File: src/rtl/cpu_pkg.sv
// Shared CPU definitions: microcycle encodings, default bus widths and the
// RAM arbiter state type.
package cpu_pkg;

  localparam logic [2:0] CYC_A1 = 3'd0;
  localparam logic [2:0] CYC_A2 = 3'd1;
  localparam logic [2:0] CYC_A3 = 3'd2;
  localparam logic [2:0] CYC_M1 = 3'd3;
  localparam logic [2:0] CYC_M2 = 3'd4;
  localparam logic [2:0] CYC_X1 = 3'd5;
  localparam logic [2:0] CYC_X2 = 3'd6;
  localparam logic [2:0] CYC_X3 = 3'd7;

  localparam int DEF_ADDR_W = 12;
  localparam int DEF_DATA_W = 4;

  typedef enum logic [1:0] {
    IDLE   = 2'd0,
    PEND   = 2'd1,
    RDWAIT = 2'd2
  } arb_state_t;

endpackage

File: src/rtl/ram_bus_arbiter.sv
// Shares the data RAM between the CPU core and the host debug port. The CPU
// always wins; host accesses are slotted into cycles 0..WIN_LAST.
module ram_bus_arbiter
  import cpu_pkg::*;
#(
  parameter int ADDR_W   = DEF_ADDR_W,
  parameter int DATA_W   = DEF_DATA_W,
  parameter int WIN_LAST = 3
) (
  input  logic              clk,
  input  logic              rstN,
  input  logic [2:0]        cycle,
  input  logic              cpuRamWe,
  input  logic              cpuRamRe,
  input  logic [ADDR_W-1:0] cpuAddr,
  input  logic [DATA_W-1:0] cpuDin,
  output logic [DATA_W-1:0] cpuDout,
  input  logic              hostReq,
  input  logic              hostWr,
  input  logic [ADDR_W-1:0] hostAddr,
  input  logic [DATA_W-1:0] hostWdata,
  output logic              hostAck,
  output logic [DATA_W-1:0] hostRdata,
  output logic              hostBusy,
  output logic              ramWe,
  output logic              ramRe,
  output logic [ADDR_W-1:0] ramAddr,
  output logic [DATA_W-1:0] ramDin,
  input  logic [DATA_W-1:0] ramDout,
  output logic [7:0]        conflictCnt,
  output arb_state_t        dbgState
);

  localparam logic [2:0] WIN_LAST_C = 3'(WIN_LAST);

  // Host handshake: hostReq is a request sampled only while idle (no ready
  // signal; a request while busy is dropped). hostBusy covers the whole
  // transaction and hostAck is a single-clock completion pulse.
  arb_state_t        state_q, state_d;
  logic              h_wr_q, h_wr_d;
  logic [ADDR_W-1:0] h_addr_q, h_addr_d;
  logic [DATA_W-1:0] h_wdata_q, h_wdata_d;
  logic              ack_q, ack_d;
  logic [DATA_W-1:0] rdata_q, rdata_d;
  logic [7:0]        cnt_q, cnt_d;

  logic cpu_strobe;
  logic host_window;
  logic grant;

  assign cpu_strobe  = cpuRamWe | cpuRamRe;
  assign host_window = (cycle <= WIN_LAST_C);
  assign grant       = (state_q == PEND) & host_window & ~cpu_strobe;

  always_comb begin
    ramWe   = cpuRamWe;
    ramRe   = cpuRamRe;
    ramAddr = cpuAddr;
    ramDin  = cpuDin;
    if (grant) begin
      ramWe   = h_wr_q;
      ramRe   = ~h_wr_q;
      ramAddr = h_addr_q;
      ramDin  = h_wdata_q;
    end
  end

  always_comb begin
    state_d   = state_q;
    h_wr_d    = h_wr_q;
    h_addr_d  = h_addr_q;
    h_wdata_d = h_wdata_q;
    ack_d     = 1'b0;
    rdata_d   = rdata_q;
    case (state_q)
      IDLE: begin
        if (hostReq) begin
          h_wr_d    = hostWr;
          h_addr_d  = hostAddr;
          h_wdata_d = hostWdata;
          state_d   = PEND;
        end
      end
      PEND: begin
        if (grant) begin
          if (h_wr_q) begin
            ack_d   = 1'b1;
            state_d = IDLE;
          end else begin
            state_d = RDWAIT;
          end
        end
      end
      RDWAIT: begin
        // The registered RAM presents the granted read this clock.
        rdata_d = ramDout;
        ack_d   = 1'b1;
        state_d = IDLE;
      end
      default: state_d = IDLE;
    endcase
  end

  // Diagnostic only: CPU strobes outside X1..X3 saturate at 255.
  always_comb begin
    cnt_d = cnt_q;
    if (cpu_strobe && (cycle <= CYC_M2) && (cnt_q != 8'hFF)) begin
      cnt_d = cnt_q + 8'd1;
    end
  end

  always_ff @(posedge clk or negedge rstN) begin
    if (!rstN) begin
      state_q   <= IDLE;
      h_wr_q    <= 1'b0;
      h_addr_q  <= '0;
      h_wdata_q <= '0;
      ack_q     <= 1'b0;
      rdata_q   <= '0;
      cnt_q     <= '0;
    end else begin
      state_q   <= state_d;
      h_wr_q    <= h_wr_d;
      h_addr_q  <= h_addr_d;
      h_wdata_q <= h_wdata_d;
      ack_q     <= ack_d;
      rdata_q   <= rdata_d;
      cnt_q     <= cnt_d;
    end
  end

  assign cpuDout     = ramDout;
  assign hostAck     = ack_q;
  assign hostRdata   = rdata_q;
  assign hostBusy    = (state_q != IDLE);
  assign conflictCnt = cnt_q;
  assign dbgState    = state_q;

endmodule

File: config.mk
export PLATFORM = sky130hd
export DESIGN_NAME = ram_bus_arbiter
export DESIGN_NICKNAME = d
export VERILOG_FILES = /design/src/rtl/cpu_pkg.sv /design/src/rtl/ram_bus_arbiter.sv
export SDC_FILE = /design/constraint.sdc
export NUM_CORES = 1
export LEC_CHECK = 0
export ABC_AREA = 0
export CORE_ASPECT_RATIO = 0.7
export CORE_MARGIN = 5
export CORE_UTILIZATION = 35
export CTS_BUF_LIST = sky130_fd_sc_hd__clkbuf_16
export CTS_CLUSTER_SIZE = 16
export DETAILED_ROUTE_END_ITERATION = 7
export PLACE_DENSITY = 0.84
export SLEW_MARGIN = 20
export SYNTH_ARGS = -nofsm -noshare
export SYNTH_HDL_FRONTEND = slang
export SYNTH_SLANG_ARGS = --single-unit
File: constraint.sdc
create_clock -name clk -period 6.95 [get_ports clk]
set_clock_uncertainty 0.1 [all_clocks]
set_input_delay 2.085 -clock clk [delete_from_list [all_inputs] [get_ports clk]]
set_output_delay 2.085 -clock clk [all_outputs]
set_load 0.02 [all_outputs]
==> images/met1.png <==
Bar = 20 microns. Supply wires on this layer in grey.
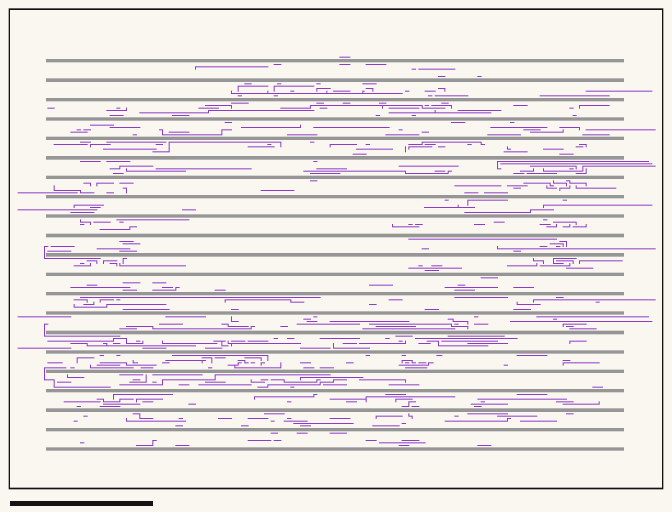
main direction = horizontal
longest straight run = 33.6 microns
wire length on this layer = 1740 microns
share of all routed wire = 43%
Post-Route WL: 4.01 mm
GR Util met1: 0.175
via count: 1393

==> images/met2.png <==
Cells faint in the background.
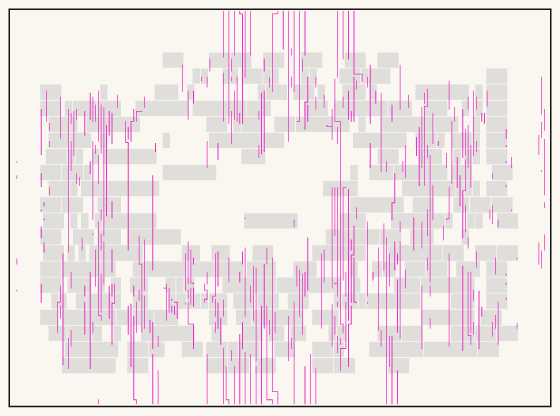
nets with wire on the layer = 245
longest straight run = 34.3 microns
wire length on this layer = 1900 microns
share of all routed wire = 47%
main direction = vertical
GR Layer Usage met2: 0.239

==> images/met3.png <==
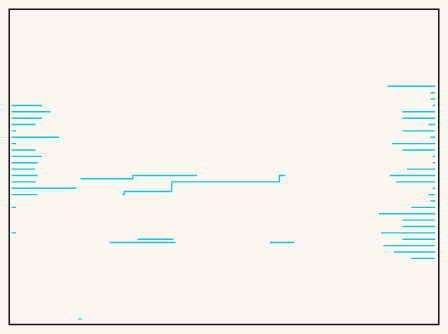
share of all routed wire = 8.1%
main direction = horizontal
nets with wire on the layer = 49
M3 GR Usage: 0.0406

==> images/cell_classes.png <==
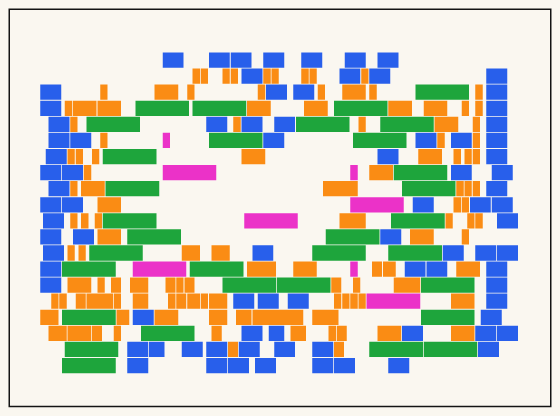
other buffers and delay cells -> blue  # cells 84, share of their area 33%
clock drivers and dummy loads -> magenta  # cells 8, share of their area 5.4%
all other logic -> orange  # cells 117, share of their area 30%
flip-flops -> green  # cells 32, share of their area 32%
Final Util: 0.592
core area: 4400 sq um
fraction of area in registers: 0.307
Final Cell Area: 2610 sq um

==> reports/metrics.csv <==
metric;value;unit
signal_buffers;84;
cts.hold.buffers_added;0;
yosys.area_share.aoi;0.0463;
path_depth;4;
flop_area;801;sq um
antennaDiodeCount;0;
yosys.area_share.simple;0.188;
worstMarginPinSlew;745;ps
most_common_cell;nand2_1;
nNonClkInverters;6;
yosysTopAreaCell;dfrtp_1;
crit_top_cell;clkdlybuf4s50_1;
layout.nonclk_buf_frac;0.321;
die_x;91.4;microns
r2r_cells;5;
fin_crit;6290;ps
initCoreUtil;0.368;
wl_met2;1.90;mm
setup_viol;0;
reg2reg_from;dbgState[1];
num-fill-cells;388;
top_register;h_addr_q;
critPathCapture;ramRe;
setup_tns;0;ps
p_seq;0.000340;W
pwr-share-clk;0.209;
drive_above_1_share;0.141;
cp-end-kind;output port;
cp_slowest_cell;or4b_4;
r2r_setup_slack;4970;ps
hold_end;h_addr_q[1];
peakVddDrop;257;uV
postCtsSetupRepairBufs;0;
top_cell_area_share;0.494;
busiest_layer;met2;
grt_use_total;0.143;
rows;20;
antenna_found_initial;0;
grt_pass1_vias;1464;
hold_start;h_addr_q[1];
ys_sh_xor;0.0270;
max_freq;159;MHz
timing.critical_path.max_delay_family;buffers and inverters;
placed_cells;288;
max_cap_violations;0;
logic_family;simple AND/OR/NAND/NOR gates;
p_int;0.000622;W
pg_clk;0.000196;W
path_buffers;2;
ioPinCount;83;
crit_type;input pin to output port;
cts_buffer_depth;2;
status;complete, no violations;
wl_per_cell;13.5;microns
clkbuf_count;5;
tap_cells;55;
die_height;67.0;microns
finalCritPeriodShare;0.905;
top_power_group;combinational cells;
largest_class;buffers;
yosys_area;1620;sq um
layout_setup_ws;661;ps
ff_count;32;
comb_share;0.285;
synthToLayoutAreaGrowth;60.8;%
Power is estimated from default activity; no workload was simulated.
